$ cat src/rtl/fl_ckpt_ctrl_pkg.sv
// rtl/fl_ckpt_ctrl_pkg.sv - shared processor types for free-list checkpoint control
//
// Purpose: branch-resolution encodings, free-list head width and the FSM
//          state enum used by fl_ckpt_ctrl and fl_ckpt_stack.
// Contents: BR_STATE_W, BR_NONE, BR_PR_CORRECT, BR_PR_WRONG, FL_HEAD_W,
//           ckpt_state_e, head_inc().
package fl_ckpt_ctrl_pkg;

    localparam int BR_STATE_W = 2;
    localparam logic [BR_STATE_W-1:0] BR_NONE       = 2'd0;
    localparam logic [BR_STATE_W-1:0] BR_PR_CORRECT = 2'd1;
    localparam logic [BR_STATE_W-1:0] BR_PR_WRONG   = 2'd2;

    localparam int FL_HEAD_W = 5;

    typedef enum logic {
        ST_NORMAL  = 1'b0,
        ST_RECOVER = 1'b1
    } ckpt_state_e;

    // Free-list head advances modulo 2**FL_HEAD_W; natural wrap of the vector.
    function automatic logic [FL_HEAD_W-1:0] head_inc(input logic [FL_HEAD_W-1:0] h);
        return h + FL_HEAD_W'(1);
    endfunction

endpackage

$ cat src/rtl/fl_ckpt_ctrl_stack.sv
// rtl/fl_ckpt_ctrl_stack.sv - circular checkpoint storage with alloc/free pointers
//
// Purpose: holds one saved free-list head per in-flight branch. Slots are
//          allocated in order at alloc_ptr and freed in order at free_ptr.
//          A restore rewinds alloc_ptr to just past the mispredicted branch
//          and recomputes the occupancy from the surviving range.
// Ports:
//   clk, rst          clock, synchronous active-low reset
//   push_i/push_head_i  store push_head_i at alloc_ptr, advance alloc_ptr
//   pop_i             free the oldest slot (ignored when empty)
//   restore_i/restore_tag_i  rewind after a mispredict of restore_tag_i
//   rd_tag_i/rd_head_o  combinational read of one slot
//   alloc_ptr_o       next slot to be allocated
//   full_o            all slots occupied
module fl_ckpt_stack
    import fl_ckpt_ctrl_pkg::*;
#(
    parameter int CKPT_DEPTH = 4,
    localparam int PTR_W = $clog2(CKPT_DEPTH),
    localparam int CNT_W = PTR_W + 1
) (
    input  logic                 clk,
    input  logic                 rst,
    input  logic                 push_i,
    input  logic [FL_HEAD_W-1:0] push_head_i,
    input  logic                 pop_i,
    input  logic                 restore_i,
    input  logic [PTR_W-1:0]     restore_tag_i,
    input  logic [PTR_W-1:0]     rd_tag_i,
    output logic [FL_HEAD_W-1:0] rd_head_o,
    output logic [PTR_W-1:0]     alloc_ptr_o,
    output logic                 full_o
);

    logic [FL_HEAD_W-1:0] r_slots [CKPT_DEPTH];
    logic [PTR_W-1:0]     r_alloc_ptr;
    logic [PTR_W-1:0]     r_free_ptr;
    logic [CNT_W-1:0]     r_count;

    logic                 w_pop;
    logic [PTR_W-1:0]     w_restore_dist;

    assign w_pop          = pop_i && (r_count != '0);
    // The mispredicted branch's own slot survives, so the occupied range is
    // free_ptr..restore_tag inclusive; pointer width wraps modulo the depth.
    assign w_restore_dist = restore_tag_i - r_free_ptr;

    assign rd_head_o   = r_slots[rd_tag_i];
    assign alloc_ptr_o = r_alloc_ptr;
    assign full_o      = (r_count == CNT_W'(CKPT_DEPTH));

    always_ff @(posedge clk) begin
        if (!rst) begin
            r_alloc_ptr <= '0;
            r_free_ptr  <= '0;
            r_count     <= '0;
            for (int i = 0; i < CKPT_DEPTH; i++) begin
                r_slots[i] <= '0;
            end
        end else if (restore_i) begin
            r_alloc_ptr <= restore_tag_i + PTR_W'(1);
            r_count     <= {1'b0, w_restore_dist} + CNT_W'(1);
        end else begin
            if (push_i) begin
                r_slots[r_alloc_ptr] <= push_head_i;
                r_alloc_ptr          <= r_alloc_ptr + PTR_W'(1);
            end
            if (w_pop) begin
                r_free_ptr <= r_free_ptr + PTR_W'(1);
            end
            case ({push_i, w_pop})
                2'b10:   r_count <= r_count + CNT_W'(1);
                2'b01:   r_count <= r_count - CNT_W'(1);
                default: r_count <= r_count;
            endcase
        end
    end

endmodule

$ cat src/rtl/fl_ckpt_ctrl.sv
// rtl/fl_ckpt_ctrl.sv - dispatch grant and branch checkpoint/recovery for the free list
//
// Purpose: grants physical-register requests from the decoder, tracks a
//          shadow copy of the free-list head, checkpoints it for every
//          granted branch and, on a mispredict, issues a one-cycle recovery
//          command that restores the free-list head.
// Ports:
//   clk, rst                 clock, synchronous active-low reset
//   dispatch_req_i, is_branch_i  decoder request / request is a branch
//   dispatch_gnt_o, br_tag_o     grant (combinational) and branch slot
//   fl_free_preg_vld_i       free list not empty
//   fl_dispatch_en_o         pop strobe to the free list
//   br_state_i, br_tag_i     branch resolution from the ROB
//   fl_branch_state_o, fl_rc_head_o  recovery command to the free list
//   ckpt_full_o              all checkpoint slots in use
//   stall_cnt_o, recover_cnt_o   statistics, only with FL_CKPT_STATS_EN
// Build option: define FL_CKPT_STATS_EN to add the statistics counters.
module fl_ckpt_ctrl
    import fl_ckpt_ctrl_pkg::*;
#(
    parameter int CKPT_DEPTH = 4,
    localparam int TAG_W = $clog2(CKPT_DEPTH)
) (
    input  logic                  clk,
    input  logic                  rst,
    input  logic                  dispatch_req_i,
    input  logic                  is_branch_i,
    output logic                  dispatch_gnt_o,
    output logic [TAG_W-1:0]      br_tag_o,
    input  logic                  fl_free_preg_vld_i,
    output logic                  fl_dispatch_en_o,
    input  logic [BR_STATE_W-1:0] br_state_i,
    input  logic [TAG_W-1:0]      br_tag_i,
    output logic [BR_STATE_W-1:0] fl_branch_state_o,
    output logic [FL_HEAD_W-1:0]  fl_rc_head_o,
    output logic                  ckpt_full_o
`ifdef FL_CKPT_STATS_EN
    ,
    output logic [15:0]           stall_cnt_o,
    output logic [7:0]            recover_cnt_o
`endif
);

    ckpt_state_e           r_state;
    logic [BR_STATE_W-1:0] r_fl_branch_state;
    logic [FL_HEAD_W-1:0]  r_rc_head;
    logic [TAG_W-1:0]      r_rc_tag;
    logic [FL_HEAD_W-1:0]  r_head;

    logic                  w_normal;
    logic                  w_wrong;
    logic                  w_correct;
    logic                  w_enter_rec;
    logic                  w_gnt;
    logic                  w_push;
    logic                  w_pop;
    logic                  w_restore;
    logic                  w_full;
    logic [TAG_W-1:0]      w_alloc_ptr;
    logic [FL_HEAD_W-1:0]  w_ckpt_head;

    assign w_normal    = (r_state == ST_NORMAL);
    assign w_wrong     = (br_state_i == BR_PR_WRONG);
    assign w_correct   = (br_state_i == BR_PR_CORRECT);
    assign w_enter_rec = rst && w_normal && w_wrong;
    assign w_restore   = !w_normal;

    // A mispredict blocks dispatch in its own cycle; the full check uses the
    // registered occupancy so a same-cycle correct cannot admit a branch.
    assign w_gnt = rst && w_normal && !w_wrong && dispatch_req_i
                && fl_free_preg_vld_i && (!is_branch_i || !w_full);

    assign w_push = w_gnt && is_branch_i;
    assign w_pop  = w_normal && w_correct;

    assign dispatch_gnt_o    = w_gnt;
    assign fl_dispatch_en_o  = w_gnt;
    assign br_tag_o          = w_alloc_ptr;
    assign fl_branch_state_o = r_fl_branch_state;
    assign fl_rc_head_o      = r_rc_head;
    assign ckpt_full_o       = w_full;

    fl_ckpt_stack #(
        .CKPT_DEPTH (CKPT_DEPTH)
    ) u_stack (
        .clk           (clk),
        .rst           (rst),
        .push_i        (w_push),
        .push_head_i   (head_inc(r_head)),
        .pop_i         (w_pop),
        .restore_i     (w_restore),
        .restore_tag_i (r_rc_tag),
        .rd_tag_i      (br_tag_i),
        .rd_head_o     (w_ckpt_head),
        .alloc_ptr_o   (w_alloc_ptr),
        .full_o        (w_full)
    );

    // Shadow of the free-list head: follows every pop, rewinds on recovery.
    always_ff @(posedge clk) begin
        if (!rst) begin
            r_head <= '0;
        end else if (w_restore) begin
            r_head <= r_rc_head;
        end else if (w_gnt) begin
            r_head <= head_inc(r_head);
        end
    end

    // Recovery FSM. The command outputs are registered so they are valid for
    // exactly the single RECOVER cycle; reset clears them before they issue.
    always_ff @(posedge clk) begin
        if (!rst) begin
            r_state           <= ST_NORMAL;
            r_fl_branch_state <= BR_NONE;
            r_rc_head         <= '0;
            r_rc_tag          <= '0;
        end else begin
            case (r_state)
                ST_NORMAL: begin
                    if (w_wrong) begin
                        r_state           <= ST_RECOVER;
                        r_fl_branch_state <= BR_PR_WRONG;
                        r_rc_head         <= w_ckpt_head;
                        r_rc_tag          <= br_tag_i;
                    end
                end
                ST_RECOVER: begin
                    r_state           <= ST_NORMAL;
                    r_fl_branch_state <= BR_NONE;
                    r_rc_head         <= '0;
                end
                default: begin
                    r_state           <= ST_NORMAL;
                    r_fl_branch_state <= BR_NONE;
                    r_rc_head         <= '0;
                end
            endcase
        end
    end

`ifdef FL_CKPT_STATS_EN
    logic [15:0] r_stall_cnt;
    logic [7:0]  r_recover_cnt;

    always_ff @(posedge clk) begin
        if (!rst) begin
            r_stall_cnt   <= '0;
            r_recover_cnt <= '0;
        end else begin
            if (dispatch_req_i && !w_gnt && (r_stall_cnt != 16'hFFFF)) begin
                r_stall_cnt <= r_stall_cnt + 16'd1;
            end
            if (w_enter_rec && (r_recover_cnt != 8'hFF)) begin
                r_recover_cnt <= r_recover_cnt + 8'd1;
            end
        end
    end

    assign stall_cnt_o   = r_stall_cnt;
    assign recover_cnt_o = r_recover_cnt;
`endif

endmodule

$ cat config.mk
export PLATFORM = sky130hd
export DESIGN_NAME = fl_ckpt_ctrl
export DESIGN_NICKNAME = d
export VERILOG_FILES = /design/src/rtl/fl_ckpt_ctrl_pkg.sv /design/src/rtl/fl_ckpt_ctrl_stack.sv /design/src/rtl/fl_ckpt_ctrl.sv
export SDC_FILE = /design/constraint.sdc
export NUM_CORES = 1
export LEC_CHECK = 0
export CORE_AREA = 8 8 72 74
export CTS_CLUSTER_SIZE = 25
export DETAILED_ROUTE_END_ITERATION = 8
export DIE_AREA = 0 0 80 82
export MAX_ROUTING_LAYER = met4
export PLACE_DENSITY_LB_ADDON = 0.3
export SLEW_MARGIN = 15
export SYNTH_ARGS = -nofsm -noshare
export SYNTH_HDL_FRONTEND = slang
export SYNTH_HIERARCHICAL = 1
export SYNTH_SLANG_ARGS = --single-unit
$ cat constraint.sdc
create_clock -name clk -period 4.1 [get_ports clk]
set_input_delay 0.41 -clock clk [delete_from_list [all_inputs] [get_ports clk]]
set_output_delay 0.41 -clock clk [all_outputs]
set_load 0.05 [all_outputs]
==> run summary, run 1 <==
Notes on the physical implementation.

- The run finished with clean final reports.
- The synthesis run shows multiplexers occupying 6.01% of the cell area.
- The wire length on met3 is 191 um, for reference.
- For this run the aggregate overflow at the end of global routing stands at 0.
- The number of buffers created by CTS is 5, for reference.
- The launch point of the worst reg-to-reg path is u_stack/r_count[2], for reference.
- For this run, global-route usage on met1 was measured as 18.8%.
- The total detailed-routing wirelength is 4.58 mm, for reference.
- In the Yosys report, the sequential cells make up 46.2% of the chip area.
- The diode insertion count for antenna repair is 0, for reference.
- The synthesized design spends more area on one cell type than any other, namely sky130_fd_sc_hd__edfxtp_1.
- STA puts the critical path data arrival time at 3.26 ns.
- The die span in x is 80 um, for reference.
- The detailed-route wire length per cell is 16.4 um, for reference.
- Yosys reports that the most numerous cell types are sky130_fd_sc_hd__and2_1 (21), sky130_fd_sc_hd__dfxtp_1 (21), sky130_fd_sc_hd__edfxtp_1 (20), sky130_fd_sc_hd__nand2_1 (19), sky130_fd_sc_hd__nor2_1 (11).
- In this run the cell area of the synthesized design comes to 2210 um2.
- The number of post-CTS setup repair buffers is 0, for reference.
- The number of buffers on the longest clock path is 2, for reference.
- The initial antenna violation count is 0, for reference.
- The kind of start point of the critical path is a register, for reference.
- The starting density of the core is 53.3%, for reference.
- On met3, the global router reports a usage of 4.81%.
- The count of nets left with antenna violations after detail routing is 0, for reference.
- Per the OpenROAD power report, leakage power amounts to 0.941 nW.
- Ranking logic cells in the layout by count gives the top entries sky130_fd_sc_hd__and2_1 (21), sky130_fd_sc_hd__dfxtp_1 (21), sky130_fd_sc_hd__edfxtp_1 (20).
- The final timing report lists a hold violation count of 0.
- The via count of the first global-routing pass was 1598.
- After synthesis, the cell types taking the most area are sky130_fd_sc_hd__edfxtp_1 (27%), sky130_fd_sc_hd__dfxtp_1 (19%), sky130_fd_sc_hd__and2_1 (5.9%).
- After detailed routing, the number of vias per cell comes to 5.66.
- The later pin in the worst-skew pair is clocked with a latency of 0.30 ns.
- The number of nets in the synthesized netlist is 218, for reference.
- The worst setup path is captured at a register.
- The area of the die is 6560 um2, for reference.
- For the worst min-delay path, the startpoint reported by OpenROAD is fl_rc_head_o[1].
- The post-synthesis cell count from yosys is 205, for reference.
- The final critical path time including I/O delays and setup is 3.06 ns, for reference.
- Per the placement log, port buffering inserted 19 buffers.
- In the per-layer summary, the met1 wirelength comes to 2.08 mm.
- STA reports a reg2reg setup slack of 1.04 ns.
- The adder-cell share of the synthesized area is 2.27%, for reference.
- The routed design uses 2.22 mm of met2 wire.
- According to the timing report, the critical path is launched from u_stack/r_count[2].
- The die span in y is 82 um, for reference.
- The worst hold margin is 0.480 ns, for reference.
- The number of warnings the tools reported is 26, for reference.
- The via count of the routed design is 1578, for reference.
- Setup repair after global routing left no endpoint under its margin.
- The synthesized netlist has a Yosys-reported chip area of 2210 um2.
- The routing usage on met2 is 24.2%, for reference.
- After layout, the worst setup slack is 1.04 ns.
- Per the synthesis report, the single largest cell type by area occupies 27.2% of cell area.
- Clock tree synthesis selected as its root buffer the cell sky130_fd_sc_hd__clkbuf_8.
- The post-layout net count is 239, for reference.
- The mean instance size in the synthesized netlist is 10.8 um2, for reference.
- The floorplan report gives the top-level pin count as 21.
- The cell count after synthesis is 205, for reference.
- The H-tree was split into 2 levels.
- The final max-slew violation count recorded for this run is 0.
- Post-CTS repair ended up resizing 0 cells.
- Per the synth stats, the flop cell with the highest instance count is sky130_fd_sc_hd__dfxtp_1.
- The upper clock frequency limit is 327 MHz, for reference.
- The complex-gate fraction of the synthesized area is 11.7%, for reference.
- The number of cells on the worst reg-to-reg path is 14, for reference.
- The clock tree skew after final layout is 0.00834 ns, for reference.
- The proportion of register bits with asynchronous set or reset after synthesis is 0%, for reference.
- Of the total synthesized cell area, the portion taken by AND, OR, NAND and NOR gates is 26.2%.
- The hold path depth is 2, for reference.
- The uppermost layer routed is met4, for reference.
-- run 1: stage by stage --
stage,area [um2],util (%)
after floorplan,2210,-
after global placement,2440,58.9
final,2570,62.1
after detailed placement,2440,58.9
after global routing,2570,62.1
after CTS,2570,62.1
-- run 1: worst max-delay path: stages, from the launching register on --
cell	delay (ns)
sky130_fd_sc_hd__dfxtp_1	0.46
sky130_fd_sc_hd__inv_1	0.13
sky130_fd_sc_hd__nor3_1	0.35
sky130_fd_sc_hd__and2_4	0.26
sky130_fd_sc_hd__nor3_4	0.06
sky130_fd_sc_hd__and2_1	0.16
sky130_fd_sc_hd__buf_4	0.17
sky130_fd_sc_hd__and2b_1	0.26
sky130_fd_sc_hd__o21ai_0	0.10
sky130_fd_sc_hd__mux2i_1	0.14
sky130_fd_sc_hd__ha_1	0.22
sky130_fd_sc_hd__nand3b_1	0.09
sky130_fd_sc_hd__a211oi_1	0.24
sky130_fd_sc_hd__a211oi_1	0.07
sky130_fd_sc_hd__o31ai_1	0.23
-- run 1: cell type report --
type                       count  area, um2  area share [%]
clock inverter                 3       65.1            2.53
clock buffer                   5       68.8            2.67
sequential                    41       1020            39.7
tap                           52       65.1            2.53
multi-input combinational    147       1100            42.8
timing repair buffer          24        228            8.84
inverter                       7       26.3            1.02
-- run 1: state kept, by name, summed over array words and instances (netlist names) --
name	flops
u_stack/r_slots	20
fl_rc_head_o	5
r_head	5
u_stack/r_count	3
r_rc_tag	2
u_stack/alloc_ptr_o	2
u_stack/r_free_ptr	2
fl_branch_state_o	1
r_state	1
-- run 1: power breakdown --
| group | switching [mW] | internal (mW) |
|---|---|---|
| Combinational | 0.0645 | 0.0451 |
| Sequential | 0.0137 | 0.444 |
| Clock | 0.142 | 0.242 |
run_1/placement.png
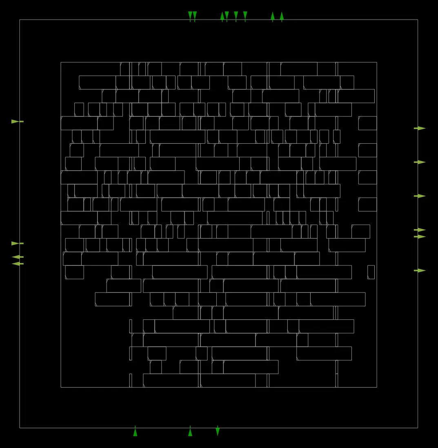
fill cell instance count of the final layout: 334
Core Box Area: 4140 um2
number of standard-cell rows in the floorplan: 24
Finished Layout Cells: 279
final design utilization: 62.1%

run_1/logic_types.png
Scale bar: 20 um.
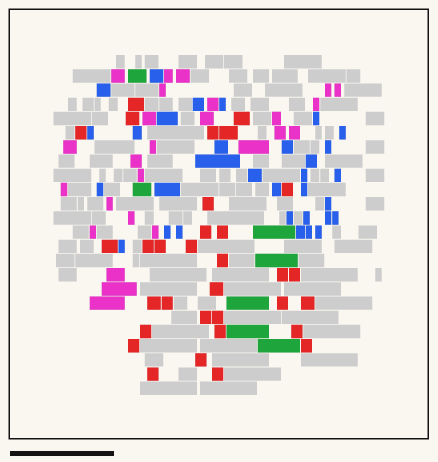
blue -> NAND gates  # cells 32, most used nand2_1
magenta -> NOR gates  # cells 26, most used nor2_1
green -> multiplexers  # cells 7, most used mux4_2
red -> AND and OR gates  # cells 32, most used and2_1

run_1/clk_routes.png
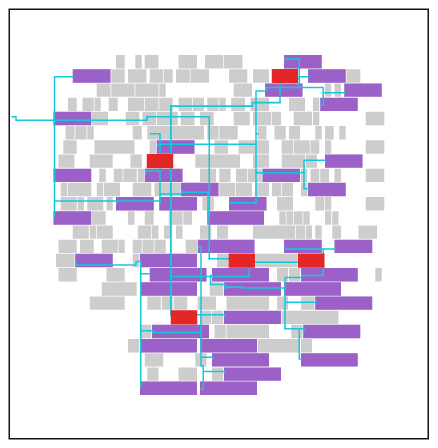
purple -> flip-flops  # count 41
cyan -> clock wires  # length 521 um
red -> clock drivers  # count 5
routed clock nets = 6

run_1/detail.png
Scale bar: 10 um. Window x 28 to 53, y 12 to 37 um. Cells in grey, sequential cells in the stronger grey; small squares are vias.
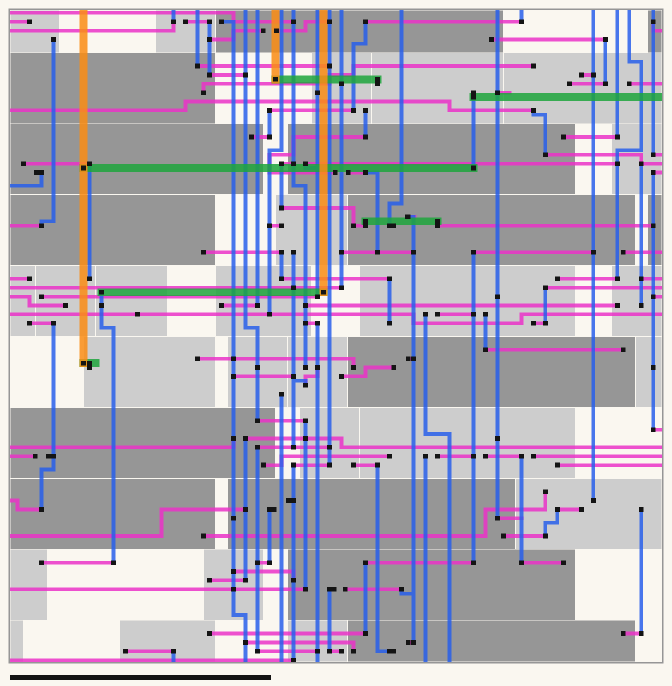
orange -> metal 4
magenta -> metal 1
green -> metal 3
blue -> metal 2
sequential cells in the window = 12
cells with their middle in the window = 33
netlist names of flops here include = u_stack/r_slots (12)
most frequent = edfxtp_1 (12), and2_1 (11), mux4_2 (4)

==> run 2: changes to the inputs <==
--- a/config.mk
+++ b/config.mk
@@ -5,10 +5,10 @@
 export SDC_FILE = /design/constraint.sdc
 export NUM_CORES = 1
 export LEC_CHECK = 0
-export CORE_AREA = 8 8 72 74
+export CORE_AREA = 8 8 75 77
 export CTS_CLUSTER_SIZE = 25
 export DETAILED_ROUTE_END_ITERATION = 8
-export DIE_AREA = 0 0 80 82
+export DIE_AREA = 0 0 83 85
 export MAX_ROUTING_LAYER = met4
 export PLACE_DENSITY_LB_ADDON = 0.3
 export SLEW_MARGIN = 15
==> constraint.sdc (replaced) <==
create_clock -name clk -period 2.8 [get_ports clk]
set_input_delay 0.28 -clock clk [delete_from_list [all_inputs] [get_ports clk]]
set_output_delay 0.28 -clock clk [all_outputs]
set_load 0.05 [all_outputs]
run_2/logic_types.png
Scale bar: 20 um.
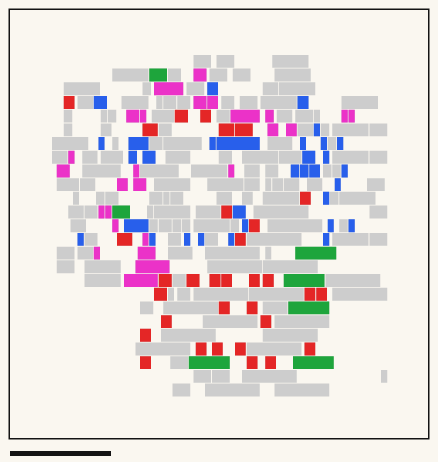
magenta -> NOR gates  # cells 26, most used nor2_1
blue -> NAND gates  # cells 32, most used nand2_1
red -> AND and OR gates  # cells 32, most used and2_1
green -> multiplexers  # cells 7, most used mux4_2

run_2/placement.png
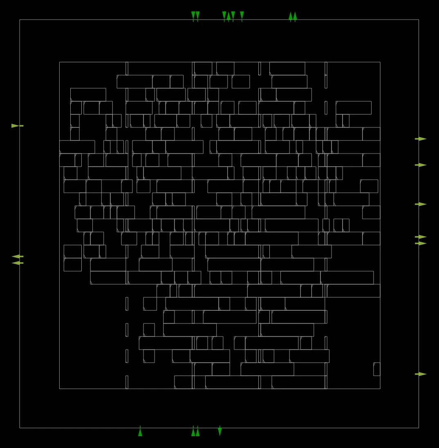
Core Box Area: 4540 um2
sequential cell area share: 39.3%
Finished Layout Cells: 287
sequential cells: 41

==> run 2 against run 1 <==
Via count grew 1.5%; routed wire length down 0.74%; utilization decreased by 4.7 points; first-iteration DRC count is 76% higher; critical path depth fell by 1; hold slack worse by 0.0048 ns; sequential power is 46% higher; cell area grew 1.2%; total power grew 27%; critical endpoint unchanged; largest power group unchanged.
==> run summary, run 2 <==
Notes on the physical implementation.

- The mean instance size in the synthesized netlist is 10.8 um2, for reference.
- The switching power total is 0.310 mW, for reference.
- The warning tally printed by Yosys for this design is 6.
- Power attributed to sequential cells is 0.669 mW.
- After detailed routing, the average wire length per cell comes to 15.8 um.
- The kind of start point of the critical path is a register, for reference.
- The number of nets handed over by synthesis was 218.
- Leaving out fill and tap cells, the most frequent cells in the layout are sky130_fd_sc_hd__and2_1 (21), sky130_fd_sc_hd__edfxtp_1 (20), sky130_fd_sc_hd__nand2_1 (19), sky130_fd_sc_hd__dfxtp_1 (19), sky130_fd_sc_hd__clkdlybuf4s50_1 (17).
- The instance count on the critical path is 13, for reference.
- Clock skew on the completed layout was measured at 0.00548 ns.
- The later pin in the worst-skew pair is clocked with a latency of 0.29 ns.
- The violation count after the first detailed-route iteration is 160, for reference.
- The final-report max-slew violation count is 0, for reference.
- The total track usage is 13.6%, for reference.
- The routed design has 4.54 mm of wire.
- The worst reg2reg path endpoint is u_stack/r_count[2], for reference.
- The post-layout net count is 245, for reference.
- The signal on the critical path passes through inv_2, nor3_4, and2_4, nor3_4, and2_1, and2b_1, o21ai_1, mux2i_1, ha_2, and3b_1, a211oi_2, a211oi_1, o31ai_1.
- The diode insertion count for antenna repair is 0, for reference.
- Buffers placed on the I/O ports in this run total 19.
- The share of power burned in registers is 55.5%, for reference.
- The number of synthesized register bits is 41, for reference.
- The hold path depth is 2, for reference.
- For this run, asynchronously set or reset flops after synthesis account for 0%.
- The initial antenna violation count was 0.
- The total number of placement rows is 25, for reference.
- The main flop type after synthesis is sky130_fd_sc_hd__dfxtp_1, for reference.
- The number of flip-flops under the largest register name is 20, for reference.
- In the power breakdown, the internal column shows 0.895 mW.
- The DRC violation total left in the routed layout is recorded as 0.
- The area of the die is 7060 um2, for reference.
- The sort of element at the end of the critical path is a register, for reference.
- The worst slew slack as a fraction of its limit is 66.7%, for reference.
- The die span in y is 85 um, for reference.
- Relative to the synthesized area, the layout overhead comes to 18.0%.
- The first-pass GRT wire length is 7.59 mm, for reference.
- The source of the critical timing path is u_stack/r_count[2], for reference.
- In this run the post-CTS setup repair buffer count came out at 0.
- The script reports the combined buffer and inverter count of the critical path as 1.
- The max-capacitance violation count is 0, for reference.
- The fraction of layout instances using a drive strength above 1 is 16.7%, for reference.
- The starting density of the core is 48.7%, for reference.
- The combinational power reported by the tool is 0.168 mW.
- The via count of the first global-routing pass is 1579, for reference.
- The number of cells after detailed placement is 279, for reference.
- The setup slack of the worst register-to-register path is 0.24 ns, for reference.
- Summing over every cut layer, the via total after detailed routing is 1601.
- The registers of the reported paths see a clock transition of 0.08 ns.
- The kind of cell with the highest combined delay along the critical path is simple AND/OR/NAND/NOR gates.
- The register bank with the most flops is u_stack/r_slots, for reference.
- The post-cts hold-fix buffer tally is 0, for reference.
- The clock network power reported by the tool is 0.368 mW.
- Timing would allow up to 390 MHz.
- The cell count after synthesis is 205, for reference.
- On the worst path, the slowest cell contributes a delay of 0.41 ns.
- By count the netlist is led by sky130_fd_sc_hd__and2_1 (21), sky130_fd_sc_hd__dfxtp_1 (21), sky130_fd_sc_hd__edfxtp_1 (20), sky130_fd_sc_hd__nand2_1 (19), sky130_fd_sc_hd__nor2_1 (11).
- The run finished with clean final reports.
- The startpoint identified for the worst register-to-register timing path is u_stack/r_count[2].
- OpenROAD reports that the post-layout worst path occupies 91.6% of the period.
- The register share after synthesis is 46.2%, for reference.
- The total I/O pin count is 21, for reference.
- The number of vias per cell after detailed routing is 5.58, for reference.
- In this run the worst hold path is classified as reg -> reg.
- The total negative slack is 0 ns, for reference.
- Per STA, the endpoint of the critical path is u_stack/r_count[2].
- The number of sinks driven by the clock tree is 41, for reference.
- The report lists the number of cells resized after CTS as 0.
- In the log, the iteration count for the first detailed-route pass is 4.
- The synthesized netlist occupies a cell area of 2210 um2.
- The highest-power group is registers, for reference.
- In this run, CTS created clock tree buffers numbering 5.
- The end-of-flow timing check tallies setup violations at 0.
- The switching portion of total power is 25.7%, for reference.
- Per the OpenROAD power report, leakage power amounts to 0.954 nW.
- Max fanout on the critical path was recorded as 5.
- The number of distinct library cells after synthesis is 53, for reference.
- In this run the remaining antenna-violating nets after routing total 0.
- STA puts the critical path data required time at 2.97 ns.
- For this run the detailed placement stage logged an HPWL of 3.29 mm.
- OpenROAD emitted warnings numbering 27.
- The areal power density over the cells is 463 nW/um2, for reference.
- The worst path needs 2.56 ns of the cycle, external delays included.
- The data arrival time reported for the critical path is 2.73 ns.
- The total count of hold-check failures in the final report is 0, for reference.
- The part of the power in combinational logic is 14.0%, for reference.
- The library cell contributing the largest single delay on the critical path is sky130_fd_sc_hd__dfxtp_2, for reference.
- The die span in x is 83 um, for reference.
- The TritonCTS clock tree is built, for reference.
- Timing analysis after detailed placement gives a worst setup slack of 0.0966 ns.
- The post-synth count of flops with an enable pin is 20.
- The synthesized design devotes to its leading area cell type 27.2% of total area.
- The worst-case IR drop observed on VDD is 0.000203 V.
- The setup slack after layout is 0.235 ns, for reference.
- The number of cells on the worst reg-to-reg path is 13, for reference.
- Setup repair after global routing left no endpoint under its margin.
- The type of the setup path with the least slack is reg -> reg, for reference.
- In the synthesis report, Yosys lists the chip area as 2210 um2.
- The root buffer cell chosen for the clock tree is sky130_fd_sc_hd__clkbuf_8.
- For this run the aggregate overflow at the end of global routing stands at 0.
- The number of H-tree branching levels is 2, for reference.
- The relative contribution of the clock network to total power is 30.5%, for reference.
- Entering global routing, the biggest net connects 29 pins.
- The slew at the pin closest to its max-slew limit is 0.498 ns, for reference.
- The area occupied by registers is 1020 um2, for reference.
- The multi-input combinational cells in the finished layout cover a total of 1110 um2.
- The largest total area in the synthesized netlist belongs to sky130_fd_sc_hd__edfxtp_1.
- In the post-synthesis netlist, the biggest area contributors are sky130_fd_sc_hd__edfxtp_1 (27%), sky130_fd_sc_hd__dfxtp_1 (19%), sky130_fd_sc_hd__and2_1 (5.9%).
- The most frequent standard cell in the layout excluding fill and tap cells is sky130_fd_sc_hd__and2_1, for reference.
- The clock passes through at most 2 buffers.
- Counting the fill cells in the layout gives 382.
- The cell repeated most along the worst path is sky130_fd_sc_hd__nor3_4, for reference.
- The post-synthesis cell count from yosys is 205, for reference.
- The routability congestion estimate from global placement is 0.750, for reference.
run 2: cell counts after synthesis:
Identical to the previous run, type by type.
run 2: kinds of logic after synthesis:
| logic type | Yosys count | share of synthesized area, % |
|---|---|---|
| buffers and inverters | 17 | 3.91 |
| xor gates and xnor gates | 9 | 3.57 |
| other | 1 | 0.170 |
| AOI/OAI and AO/OA | 36 | 11.7 |
| DFF | 41 | 46.2 |
| adders and majority gates | 4 | 2.27 |
| muxes | 7 | 6.01 |
| and+or+nand+nor | 90 | 26.2 |
run 2: stage by stage:
stage	util, %	instance area (um2)	hold WS [ns]	power (mW)
5_1_grt	57.4	2610	0.498	1.25
6_report	57.4	2610	0.476	1.20
3_5_place_dp	55.7	2520	0.465	0.851
4_1_cts	57.4	2610	0.480	1.22
2_1_floorplan	-	2240	0.421	0.792
3_3_place_gp	55.7	2520	0.453	0.850
run 2: worst min-delay path by stage:
stage	startpoint	end	slack, ns
floorplan	rst	u_stack/r_count[2]	0.42
detailed placement	fl_branch_state_o[1]	fl_branch_state_o[1]	0.47
finish	fl_branch_state_o[1]	fl_branch_state_o[1]	0.48
CTS	fl_rc_head_o[0]	fl_rc_head_o[0]	0.48
global placement	fl_branch_state_o[1]	fl_branch_state_o[1]	0.45
global route	fl_rc_head_o[2]	fl_rc_head_o[2]	0.50
run 2: cell type report:
class                           instances  area share, %
Clock buffer                            7           2.93
Clock inverter                          1          0.144
Inverter                                7           1.01
Multi-Input combinational cell        147           42.8
Sequential cell                        41           39.3
Tap cell                               54           2.59
Timing Repair Buffer                   30           11.2
run 2: metal layers:
layer	up-vias	track usage (%)	wire, um
met4	0	3.83	46
met1	770	15.4	1970
met3	6	3.54	217
met2	35	23.0	2310
met5	-	-	0
li1	790	-	-
Power and IR drop assume default switching activity.
